`src/rtl/mem_arbiter_if.sv`:
```
// mem_arbiter_if: shared-memory port bundle between VGA, CPU, DMA clients, the SRAM and the slot arbiter.
// The arbiter connects through the slave modport; the client/memory environment uses master.
interface mem_arbiter_if #(
    parameter int DATAWIDTH = 16
);
    logic [2:0]           acnt;
    logic [DATAWIDTH-1:0] vga_addr;
    logic [DATAWIDTH-1:0] vga_rdata;
    logic                 vga_rvalid;
    logic                 cpu_req;
    logic                 cpu_we;
    logic [DATAWIDTH-1:0] cpu_addr;
    logic [DATAWIDTH-1:0] cpu_wdata;
    logic                 cpu_gnt;
    logic                 cpu_rvalid;
    logic [DATAWIDTH-1:0] cpu_rdata;
    logic                 dma_req;
    logic                 dma_we;
    logic [DATAWIDTH-1:0] dma_addr;
    logic [DATAWIDTH-1:0] dma_wdata;
    logic                 dma_gnt;
    logic                 dma_rvalid;
    logic [DATAWIDTH-1:0] dma_rdata;
    logic [DATAWIDTH-1:0] mem_addr;
    logic                 mem_we;
    logic [DATAWIDTH-1:0] mem_wdata;
    logic [DATAWIDTH-1:0] mem_rdata;

    modport slave (
        output acnt,
        input  vga_addr,
        output vga_rdata, vga_rvalid,
        input  cpu_req, cpu_we, cpu_addr, cpu_wdata,
        output cpu_gnt, cpu_rvalid, cpu_rdata,
        input  dma_req, dma_we, dma_addr, dma_wdata,
        output dma_gnt, dma_rvalid, dma_rdata,
        output mem_addr, mem_we, mem_wdata,
        input  mem_rdata
    );

    modport master (
        input  acnt,
        output vga_addr,
        input  vga_rdata, vga_rvalid,
        output cpu_req, cpu_we, cpu_addr, cpu_wdata,
        input  cpu_gnt, cpu_rvalid, cpu_rdata,
        output dma_req, dma_we, dma_addr, dma_wdata,
        input  dma_gnt, dma_rvalid, dma_rdata,
        input  mem_addr, mem_we, mem_wdata,
        output mem_rdata
    );
endinterface

```
`src/rtl/mem_arbiter.sv`:
```
// mem_arbiter: 8-slot time-division arbiter for the shared SRAM port (slots 0/1 VGA, 2-7 CPU/DMA round-robin).
// Read data returns to the tagged owner RD_LAT+2 cycles after the arbitration cycle.
module mem_arbiter #(
    parameter int DATAWIDTH = 16,
    parameter int RD_LAT    = 1
) (
    input  logic          clk,
    input  logic          rst,
    mem_arbiter_if.slave  bus
);
    typedef enum logic [1:0] {TAG_NONE, TAG_VGA, TAG_CPU, TAG_DMA} tag_e;

    logic [2:0]           acnt_q;
    logic [DATAWIDTH-1:0] mem_addr_q, mem_addr_d;
    logic [DATAWIDTH-1:0] mem_wdata_q, mem_wdata_d;
    logic                 mem_we_q, mem_we_d;
    logic                 cpu_gnt_q, dma_gnt_q;
    logic                 last_cpu_q, last_cpu_d;
    logic [DATAWIDTH-1:0] vga_rdata_q, cpu_rdata_q, dma_rdata_q;
    logic                 vga_rvalid_q, cpu_rvalid_q, dma_rvalid_q;
    logic                 vga_slot, cpu_el, dma_el, cpu_win, dma_win;
    tag_e                 tag_d, ret;
    tag_e                 tag_q [RD_LAT+1];

    always_comb begin
        vga_slot    = acnt_q[2:1] == 2'b00;
        // a requester whose gnt is high is still holding the request it just had accepted
        cpu_el      = !vga_slot && bus.cpu_req && !cpu_gnt_q;
        dma_el      = !vga_slot && bus.dma_req && !dma_gnt_q;
        cpu_win     = cpu_el && (!dma_el || !last_cpu_q);
        dma_win     = dma_el && !cpu_win;
        mem_addr_d  = vga_slot ? bus.vga_addr : cpu_win ? bus.cpu_addr : dma_win ? bus.dma_addr : mem_addr_q;
        mem_wdata_d = cpu_win ? bus.cpu_wdata : dma_win ? bus.dma_wdata : mem_wdata_q;
        mem_we_d    = cpu_win ? bus.cpu_we : dma_win && bus.dma_we;
        tag_d       = vga_slot ? TAG_VGA : (cpu_win && !bus.cpu_we) ? TAG_CPU :
                      (dma_win && !bus.dma_we) ? TAG_DMA : TAG_NONE;
        last_cpu_d  = cpu_win ? 1'b1 : dma_win ? 1'b0 : last_cpu_q;
        ret         = tag_q[RD_LAT];
    end

    always_ff @(posedge clk) begin
        if (rst) begin
            acnt_q       <= 3'd0;
            mem_addr_q   <= '0;
            mem_wdata_q  <= '0;
            mem_we_q     <= 1'b0;
            cpu_gnt_q    <= 1'b0;
            dma_gnt_q    <= 1'b0;
            last_cpu_q   <= 1'b0;
            vga_rdata_q  <= '0;
            cpu_rdata_q  <= '0;
            dma_rdata_q  <= '0;
            vga_rvalid_q <= 1'b0;
            cpu_rvalid_q <= 1'b0;
            dma_rvalid_q <= 1'b0;
            for (int i = 0; i <= RD_LAT; i++) tag_q[i] <= TAG_NONE;
        end else begin
            acnt_q       <= acnt_q + 3'd1;
            mem_addr_q   <= mem_addr_d;
            mem_wdata_q  <= mem_wdata_d;
            mem_we_q     <= mem_we_d;
            cpu_gnt_q    <= cpu_win;
            dma_gnt_q    <= dma_win;
            last_cpu_q   <= last_cpu_d;
            tag_q[0]     <= tag_d;
            for (int i = 1; i <= RD_LAT; i++) tag_q[i] <= tag_q[i-1];
            vga_rvalid_q <= ret == TAG_VGA;
            cpu_rvalid_q <= ret == TAG_CPU;
            dma_rvalid_q <= ret == TAG_DMA;
            if (ret == TAG_VGA) vga_rdata_q <= bus.mem_rdata;
            if (ret == TAG_CPU) cpu_rdata_q <= bus.mem_rdata;
            if (ret == TAG_DMA) dma_rdata_q <= bus.mem_rdata;
        end
    end

    assign bus.acnt       = acnt_q;
    assign bus.mem_addr   = mem_addr_q;
    assign bus.mem_we     = mem_we_q;
    assign bus.mem_wdata  = mem_wdata_q;
    assign bus.cpu_gnt    = cpu_gnt_q;
    assign bus.dma_gnt    = dma_gnt_q;
    assign bus.vga_rdata  = vga_rdata_q;
    assign bus.cpu_rdata  = cpu_rdata_q;
    assign bus.dma_rdata  = dma_rdata_q;
    assign bus.vga_rvalid = vga_rvalid_q;
    assign bus.cpu_rvalid = cpu_rvalid_q;
    assign bus.dma_rvalid = dma_rvalid_q;
endmodule

```
`src/flat_wrapper.sv`:
```
// flat-port wrapper written by rule: the top's interface ports become plain ports
module mem_arbiter_flat 
#(
    parameter int DATAWIDTH = 16,
    parameter int RD_LAT    = 1
)
  (clk, rst, bus_acnt, bus_vga_addr, bus_vga_rdata, bus_vga_rvalid, bus_cpu_req, bus_cpu_we, bus_cpu_addr, bus_cpu_wdata, bus_cpu_gnt, bus_cpu_rvalid, bus_cpu_rdata, bus_dma_req, bus_dma_we, bus_dma_addr, bus_dma_wdata, bus_dma_gnt, bus_dma_rvalid, bus_dma_rdata, bus_mem_addr, bus_mem_we, bus_mem_wdata, bus_mem_rdata);
  mem_arbiter_if #(.DATAWIDTH(DATAWIDTH)) bus_i ();
  input  logic clk;
  input  logic rst;
  output wire logic [$bits(bus_i.acnt)-1:0] bus_acnt;
  input wire logic [$bits(bus_i.vga_addr)-1:0] bus_vga_addr;
  output wire logic [$bits(bus_i.vga_rdata)-1:0] bus_vga_rdata;
  output wire logic [$bits(bus_i.vga_rvalid)-1:0] bus_vga_rvalid;
  input wire logic [$bits(bus_i.cpu_req)-1:0] bus_cpu_req;
  input wire logic [$bits(bus_i.cpu_we)-1:0] bus_cpu_we;
  input wire logic [$bits(bus_i.cpu_addr)-1:0] bus_cpu_addr;
  input wire logic [$bits(bus_i.cpu_wdata)-1:0] bus_cpu_wdata;
  output wire logic [$bits(bus_i.cpu_gnt)-1:0] bus_cpu_gnt;
  output wire logic [$bits(bus_i.cpu_rvalid)-1:0] bus_cpu_rvalid;
  output wire logic [$bits(bus_i.cpu_rdata)-1:0] bus_cpu_rdata;
  input wire logic [$bits(bus_i.dma_req)-1:0] bus_dma_req;
  input wire logic [$bits(bus_i.dma_we)-1:0] bus_dma_we;
  input wire logic [$bits(bus_i.dma_addr)-1:0] bus_dma_addr;
  input wire logic [$bits(bus_i.dma_wdata)-1:0] bus_dma_wdata;
  output wire logic [$bits(bus_i.dma_gnt)-1:0] bus_dma_gnt;
  output wire logic [$bits(bus_i.dma_rvalid)-1:0] bus_dma_rvalid;
  output wire logic [$bits(bus_i.dma_rdata)-1:0] bus_dma_rdata;
  output wire logic [$bits(bus_i.mem_addr)-1:0] bus_mem_addr;
  output wire logic [$bits(bus_i.mem_we)-1:0] bus_mem_we;
  output wire logic [$bits(bus_i.mem_wdata)-1:0] bus_mem_wdata;
  input wire logic [$bits(bus_i.mem_rdata)-1:0] bus_mem_rdata;
  assign bus_acnt = bus_i.acnt;
  assign bus_i.vga_addr = bus_vga_addr;
  assign bus_vga_rdata = bus_i.vga_rdata;
  assign bus_vga_rvalid = bus_i.vga_rvalid;
  assign bus_i.cpu_req = bus_cpu_req;
  assign bus_i.cpu_we = bus_cpu_we;
  assign bus_i.cpu_addr = bus_cpu_addr;
  assign bus_i.cpu_wdata = bus_cpu_wdata;
  assign bus_cpu_gnt = bus_i.cpu_gnt;
  assign bus_cpu_rvalid = bus_i.cpu_rvalid;
  assign bus_cpu_rdata = bus_i.cpu_rdata;
  assign bus_i.dma_req = bus_dma_req;
  assign bus_i.dma_we = bus_dma_we;
  assign bus_i.dma_addr = bus_dma_addr;
  assign bus_i.dma_wdata = bus_dma_wdata;
  assign bus_dma_gnt = bus_i.dma_gnt;
  assign bus_dma_rvalid = bus_i.dma_rvalid;
  assign bus_dma_rdata = bus_i.dma_rdata;
  assign bus_mem_addr = bus_i.mem_addr;
  assign bus_mem_we = bus_i.mem_we;
  assign bus_mem_wdata = bus_i.mem_wdata;
  assign bus_i.mem_rdata = bus_mem_rdata;
  mem_arbiter #(.DATAWIDTH(DATAWIDTH), .RD_LAT(RD_LAT)) u_core (.clk(clk), .rst(rst), .bus(bus_i));
endmodule
```
`config.mk`:
```
export PLATFORM = sky130hd
export DESIGN_NAME = mem_arbiter_flat
export DESIGN_NICKNAME = d
export VERILOG_FILES = /design/src/rtl/mem_arbiter_if.sv /design/src/rtl/mem_arbiter.sv /design/src/flat_wrapper.sv
export SDC_FILE = /design/constraint.sdc
export NUM_CORES = 1
export LEC_CHECK = 0
export CORE_MARGIN = 1.5
export CORE_UTILIZATION = 42
export DETAILED_ROUTE_END_ITERATION = 8
export GPL_ROUTABILITY_DRIVEN = 0
export GPL_TIMING_DRIVEN = 0
export PLACE_DENSITY_LB_ADDON = 0.2
export SLEW_MARGIN = 30
export SYNTH_ARGS = -nofsm -noshare
export SYNTH_HDL_FRONTEND = slang
export SYNTH_SLANG_ARGS = --single-unit
```
`constraint.sdc`:
```
create_clock -name clk -period 1.65 [get_ports clk]
set_input_delay 0.165 -clock clk [delete_from_list [all_inputs] [get_ports clk]]
set_output_delay 0.165 -clock clk [all_outputs]
set_load 0.02 [all_outputs]
```
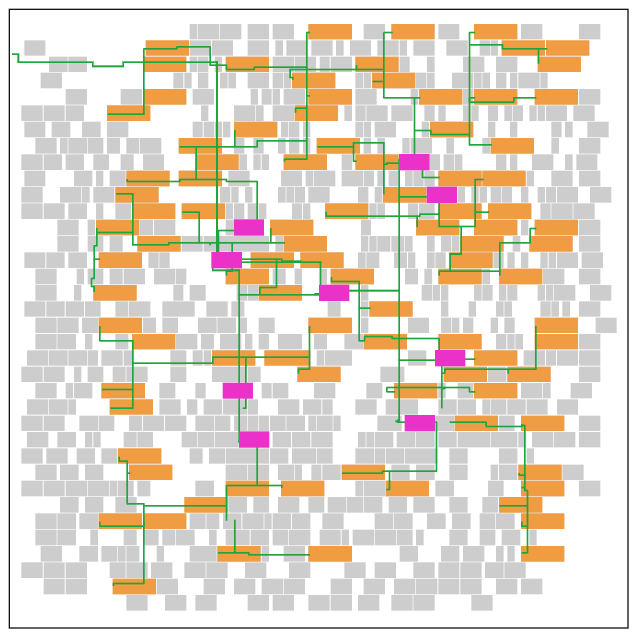
Fig. 1. Routed clock nets over the placement (run 1).
Scale: 6 px per um.
[magenta] cells driving clock nets | count: 9
[orange] flip-flops | count: 94
[green] clock wires | length: 1030 um
flops lie: all over the die

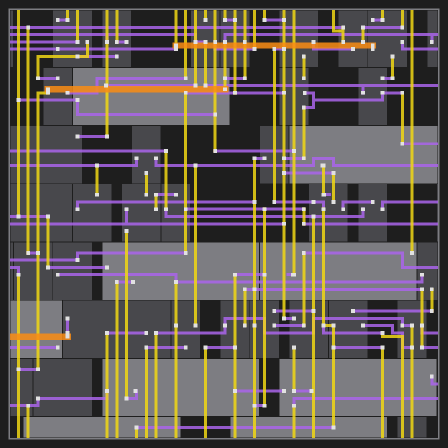
Fig. 2. A small window of the routed layout (run 1).
Region (67, 67) to (87, 87) um. Cells in gray, sequential cells in the stronger gray; small squares are vias.
[purple] met1
[yellow] met2
[orange] met3
cells with their middle in the window: 37
sequential cells in the window: 6
netlist names of flops here include: `u_core.bus.dma_rdata` (3), `u_core.bus.cpu_rdata` (2)
most frequent: nand2_1 (16), a21oi_1 (7), dfxtp_1 (6)

==> impl_metrics.json, run 1 <==
{
  "status": "completed",
  "critPathBufInv": 3,
  "path_delay_family": "buffers and inverters",
  "ys_warn_count": 0,
  "ant_nets": 0,
  "die_h_um": 102.9,
  "nNetsFinal": 797,
  "n_antenna_cell": 0,
  "cts_sinks": 94,
  "r2r_setup_slack_ns": 0.07,
  "worst-path-stages": 6,
  "comb_power_mw": 1.39,
  "ys_ff": 94,
  "grt_pass1_wl_mm": 20.27,
  "dominant-cell-class": "non-clock buffers",
  "clockRootBuffer": "clkbuf_8",
  "final_util_pct": 67.36,
  "r2r_end": "u_core.bus.mem_wdata[14]",
  "antenna_found_initial": 0,
  "initial_core_util_pct": 43.07,
  "met1_usage_pct": 30.03,
  "tool_warnings": 26,
  "cp_max_fo": 10,
  "synth_simple_gate_area_share_pct": 23.65,
  "timing.rr.start": "u_core.bus.dma_gnt",
  "ctsHtreeMaxLevel": 3,
  "xor_area_share_pct": 0.2090,
  "ys_sh_adder_pct": 0.2986,
  "maxCapViolCount": 0,
  "sh_comb_area_pct": 30.47,
  "port_buffers": 190,
  "final.setup.worst_slack_ns": 0.05771,
  "endpoint": "u_core.bus.mem_addr[10]",
  "placed_cells": 813,
  "met3_length_mm": 1.109,
  "setup-violations-final": 0,
  "grt_pass1_vias": 4335,
  "met2_length_mm": 6.350,
  "holdBufCountCts": 0,
  "syn_area_um2": 4190,
  "top_usage_layer": "met2",
  "hold_path.class": "in -> reg",
  "die-area_um2": 10590,
  "clock_buffers": 9,
  "topRoutingLayerUsed": "met4",
  "critPathArrivalTime_ns": 1.83,
  "logic_family": "simple AND/OR/NAND/NOR gates",
  "inverters": 16,
  "overflow": 0,
  "critPathRequiredTime_ns": 1.89,
  "synthFlopType": "dfxtp_1",
  "end_kind": "register",
  "power_leakage_nw": 2.387,
  "top_area_cell": "dfxtp_1",
  "cts_tree": "yes",
  "drv_slew": 0,
  "final_area_um2": 6554,
  "async_flop_share_pct": 0,
  "hold_path_depth": 3,
  "finalCritPeriodShare_pct": 96.50,
  "post_dp_cell_area_um2": 6259,
  "critPathKind": "in -> reg",
  "worstMarginPinSlew_ns": 0.5539,
  "postCtsSetupRepairBufs": 0,
  "use_met2_pct": 41.70,
  "synth.distinct_cells": 37,
  "nNonClkBuffers": 245,
  "min_period_ns": 1.592,
  "dr.pass1.iters": 5,
  "synthToLayoutAreaGrowth_pct": 56.40,
  "power.internal_mw": 3.837,
  "min_from": "bus_vga_addr[15]",
  "power_mw": 5.463,
  "cts_resized": 5,
  "row_count": 36,
  "area_leaders": "dfxtp_1, nand2_1, a221oi_1",
  "die_w_um": 102.9,
  "hold_ws_ns": 0.3831,
  "muxShareOfSynthArea_pct": 0,
  "flops": 94,
  "seq_power_share_pct": 45.7,
  "relSlewSlack_pct": 63.07,
  "io_pins": 191,
  "setup_tns_ns": 0,
  "drt-total-wl_mm": 13.21,
  "power-top-group": "sequential cells",
  "insertion_delay_ns": 0.36,
  "buffer_area_share_pct": 34.23,
  "avgSynthCellArea_um2": 8.552,
  "comb_area_um2": 1997,
  "startpoint_type": "input port",
  "lay_top_cells": "clkdlybuf4s50_1, nand2_1, dfxtp_1",
  "hold_violations": 0,
  "path_clk_slew_ns": 0.09,
  "pre_cts_ws_ns": -0.2958,
  "worstHoldEndpoint": "u_core.bus.mem_addr[15]",
  "syn_inst": 490,
  "final_cell_count_no_fill": 832,
  "crit_start": "bus_cpu_req",
  "lay_top_count": "clkdlybuf4s50_1",
  "clock_skew_ns": 0.01439,
  "edf_count": 0,
  "fmax_mhz": 628.0,
  "n_fill_cell": 835,
  "ys_area_um2": 4190,
  "top_area_share_pct": 44.91,
  "p_sw_share_pct": 29.75,
  "ys_seq_share_pct": 44.91,
  "ys_sh_aoi_pct": 22.96,
  "p_per_area_nw_per_um2": 833.5,
  "yosys-top-cells-count": "nand2_1, dfxtp_1, a21oi_1, a221oi_1, and3b_1",
  "p_seq_mw": 2.50,
  "cp_slowest_cell": "clkdlybuf4s50_1",
  "ff2ff_path_depth": 5,
  "power.net_switching_mw": 1.625,
  "wl_per_cell_um": 15.88,
  "cts_buffers": 9,
  "drive_above_1_share_pct": 9.728,
  "seq_share_pct": 28.73,
  "grt_max_degree": 18,
  "drtIter0Drc": 205,
  "cp_slowest_stage_delay_ns": 0.65,
  "taps": 133,
  "fp_nets": 593,
  "comb.multi_input.count": 328,
  "crit_chain": "clkdlybuf4s50_1 > or3b_1 > buf_6 > buf_8 > a32oi_1 > o211ai_1",
  "vias": 4422,
  "seq_area_um2": 1883,
  "dp_hpwl_mm": 10.17,
  "combPwrFrac_pct": 25.5,
  "yosysMostFrequentCell": "nand2_1",
  "cts_max_path_buffers": 2
}
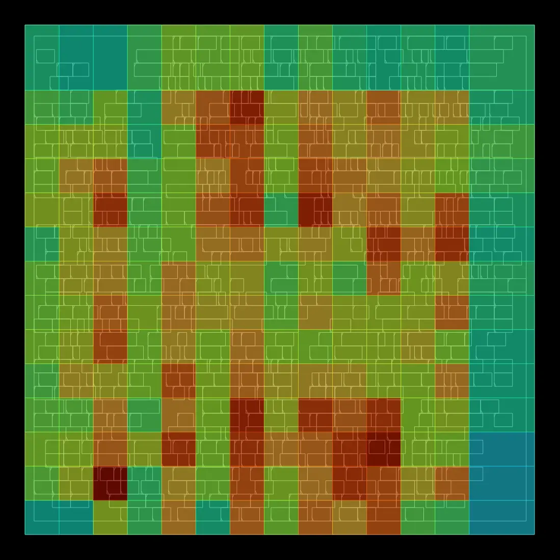
Fig. 3. Congestion heat map (run 1).
global routing met3 resource utilization: 6.644%
GRT Total Usage: 24.59%

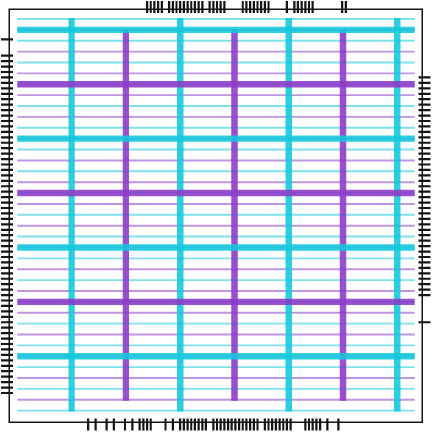
Fig. 4. Supply network (run 1).
Scale: 4 px per um. Pins as bars on the die edge.
[purple] VDD
[cyan] VSS
met4 straps: 7
met5 straps: 7
met1 rails: 37
signal pins: 191
rows: 36
VDD IR max: 570.1 uV
CORE AREA: 9729 um2

Fig. 5: run 1, cells colored by class
Scale: 4 px per um. Fill, decap, tap and diode cells in gray.
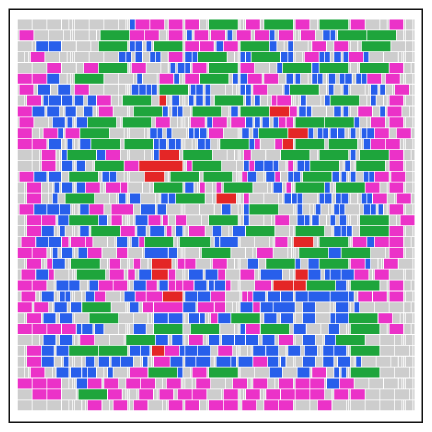

==> inputs of run 2 (changes only) <==
--- a/config.mk
+++ b/config.mk
@@ -6,7 +6,7 @@
 export NUM_CORES = 1
 export LEC_CHECK = 0
 export CORE_MARGIN = 1.5
-export CORE_UTILIZATION = 42
+export CORE_UTILIZATION = 45
 export DETAILED_ROUTE_END_ITERATION = 8
 export GPL_ROUTABILITY_DRIVEN = 0
 export GPL_TIMING_DRIVEN = 0
==> constraint.sdc (replaced) <==
create_clock -name clk -period 1.9 [get_ports clk]
set_input_delay 0.19 -clock clk [delete_from_list [all_inputs] [get_ports clk]]
set_output_delay 0.19 -clock clk [all_outputs]
set_load 0.02 [all_outputs]
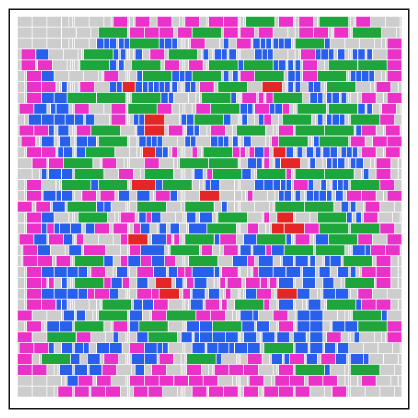
Fig. 6. Cells colored by class (run 2).
Scale: 4 px per um. Fill, decap, tap and diode cells in gray.
[blue] all other logic | cells: 344 | share of their area: 32%
[green] flip-flops | cells: 94 | share of their area: 30%
[magenta] other buffers and delay cells | cells: 242 | share of their area: 35%
[red] clock drivers and dummy loads | cells: 16 | share of their area: 3.1%
flop share of the area: 29.27%
Final Util: 70.24%
design area: 6429 um2
# rows: 35

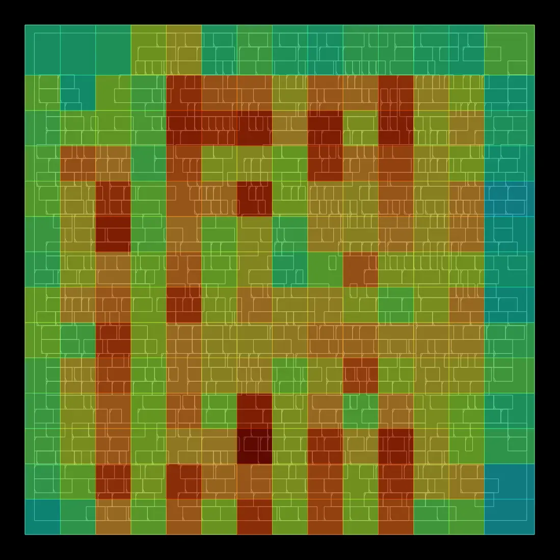
Fig. 7. Congestion heat map (run 2).
busiest grt layer: met2
routing usage on met1: 31.76%
GRT Total Usage: 26.20%
DR WL/cell: 16.37 um
grt met2 use: 45.47%

==> impl_metrics.json, run 2 <==
{
  "p_sw_share_pct": 31.49,
  "n_fill_cell": 726,
  "placed_cells": 791,
  "path_clk_slew_ns": 0.10,
  "m1WireLength_mm": 5.343,
  "taps": 111,
  "combPwrFrac_pct": 25.4,
  "drive_above_1_share_pct": 8.190,
  "nNonClkBuffers": 242,
  "seq_power_share_pct": 46.3,
  "dominant-cell-class": "non-clock buffers",
  "cts_tree": "yes",
  "syn_inst": 490,
  "min_period_ns": 1.779,
  "hold_path.class": "in -> reg",
  "ys_sh_aoi_pct": 22.96,
  "cts_max_path_buffers": 2,
  "area_leaders": "dfxtp_1, nand2_1, a221oi_1",
  "yosysMostFrequentCell": "nand2_1",
  "p_seq_mw": 2.17,
  "viasPerCell": 5.560,
  "power.internal_mw": 3.209,
  "overflow": 0,
  "ant_nets": 0,
  "crit_chain": "clkdlybuf4s50_1",
  "met3_length_mm": 1.016,
  "final_cell_count_no_fill": 807,
  "final.setup.worst_slack_ns": 0.1213,
  "inverters": 16,
  "die_w_um": 99.50,
  "top_area_share_pct": 44.91,
  "drv_slew": 0,
  "end_kind": "output port",
  "timing.rr.start": "u_core.bus.acnt[1]",
  "comb_power_mw": 1.19,
  "worst-path-stages": 1,
  "endpoint": "bus_cpu_gnt",
  "power-top-group": "sequential cells",
  "synth.distinct_cells": 37,
  "met3_usage_pct": 5.481,
  "insertion_delay_ns": 0.37,
  "power.net_switching_mw": 1.475,
  "power_mw": 4.684,
  "pre_cts_ws_ns": -0.08593,
  "avgSynthCellArea_um2": 8.552,
  "cp_slowest_stage_delay_ns": 0.69,
  "pwr.group.clock_mw": 1.33,
  "core_um2": 9153,
  "worstHoldEndpoint": "u_core.bus.mem_wdata[5]",
  "relSlewSlack_pct": 39.96,
  "r2r_end": "u_core.bus.mem_addr[7]",
  "grt_max_degree": 20,
  "logic_family": "simple AND/OR/NAND/NOR gates",
  "buffer_area_share_pct": 33.85,
  "met2_length_mm": 6.527,
  "irDropWorstVdd_uv": 463.4,
  "tool_warnings": 26,
  "sh_comb_area_pct": 30.71,
  "flops": 94,
  "clockRootBuffer": "clkbuf_8",
  "xor_area_share_pct": 0.2090,
  "maxCapViolCount": 0,
  "ctsHtreeMaxLevel": 3,
  "die-area_um2": 9899,
  "yosys-stat-cells": 490,
  "edf_count": 0,
  "postCtsSetupRepairBufs": 0,
  "comb.multi_input.count": 328,
  "synthToLayoutAreaGrowth_pct": 53.42,
  "setup_tns_ns": 0,
  "clk_share_pct": 3.075,
  "ff2ff_path_depth": 4,
  "ys_warn_count": 0,
  "yosys-top-cells-count": "nand2_1, dfxtp_1, a21oi_1, a221oi_1, and3b_1",
  "cts_sinks": 94,
  "ys_ff": 94,
  "worstMarginPinSlew_ns": 0.8938,
  "vias": 4487,
  "critPathArrivalTime_ns": 1.59,
  "rsz0062_at_grt": "false",
  "nNetsFinal": 794,
  "synthFlopType": "dfxtp_1",
  "die_h_um": 99.50,
  "ys_area_um2": 4190,
  "drtIter0Drc": 218,
  "cp_slowest_cell": "clkdlybuf4s50_1",
  "p_per_area_nw_per_um2": 728.6,
  "lay_top_cells": "clkdlybuf4s50_1, nand2_1, dfxtp_1",
  "lay_top_count": "clkdlybuf4s50_1",
  "critPathRequiredTime_ns": 1.71,
  "r2r_setup_slack_ns": 0.16,
  "critPathKind": "reg -> out",
  "grt_pass1_vias": 4328,
  "seq_area_um2": 1882,
  "topRoutingLayerUsed": "met4",
  "critPathBufInv": 1,
  "grt_pass1_wl_mm": 20.66,
  "clkPwrFrac_pct": 28.4,
  "fp_nets": 593,
  "clock_buffers": 9,
  "power_leakage_nw": 2.312,
  "finalCritPeriodShare_pct": 93.61,
  "n_antenna_cell": 0,
  "drt-total-wl_mm": 13.21,
  "post_dp_cell_area_um2": 6231,
  "cp_max_fo": 11,
  "synth_simple_gate_area_share_pct": 23.65,
  "dp_hpwl_mm": 9.892,
  "cts_resized": 0,
  "cts_buffers": 9,
  "muxShareOfSynthArea_pct": 0,
  "syn_area_um2": 4190,
  "holdBufCountCts": 0,
  "comb_area_um2": 1974,
  "drcViolationCount": 0,
  "crit_start": "u_core.bus.cpu_gnt",
  "hold_path_depth": 3,
  "port_buffers": 190,
  "fmax_mhz": 562.2,
  "async_flop_share_pct": 0,
  "path_delay_family": "buffers and inverters",
  "min_from": "bus_dma_wdata[5]",
  "io_pins": 191,
  "clock_skew_ns": 0.01278,
  "hold_violations": 0,
  "top_area_cell": "dfxtp_1",
  "hold_ws_ns": 0.3972,
  "dr.pass1.iters": 5,
  "setup-violations-final": 0,
  "antenna_found_initial": 0,
  "status": "completed",
  "initial_core_util_pct": 45.78,
  "ys_sh_adder_pct": 0.2986,
  "startpoint_type": "register",
  "ys_seq_share_pct": 44.91
}
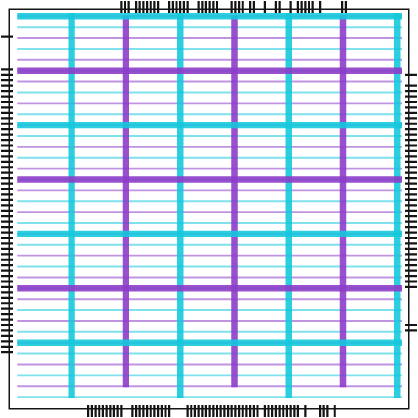
Fig. 8. Supply network (run 2).
Scale: 4 px per um. Pins as bars on the die edge.
[purple] VDD
[cyan] VSS
met4 straps: 7
rows: 35
signal pins: 191

Power figures rest on the tool's default switching activity, not on a simulated workload.
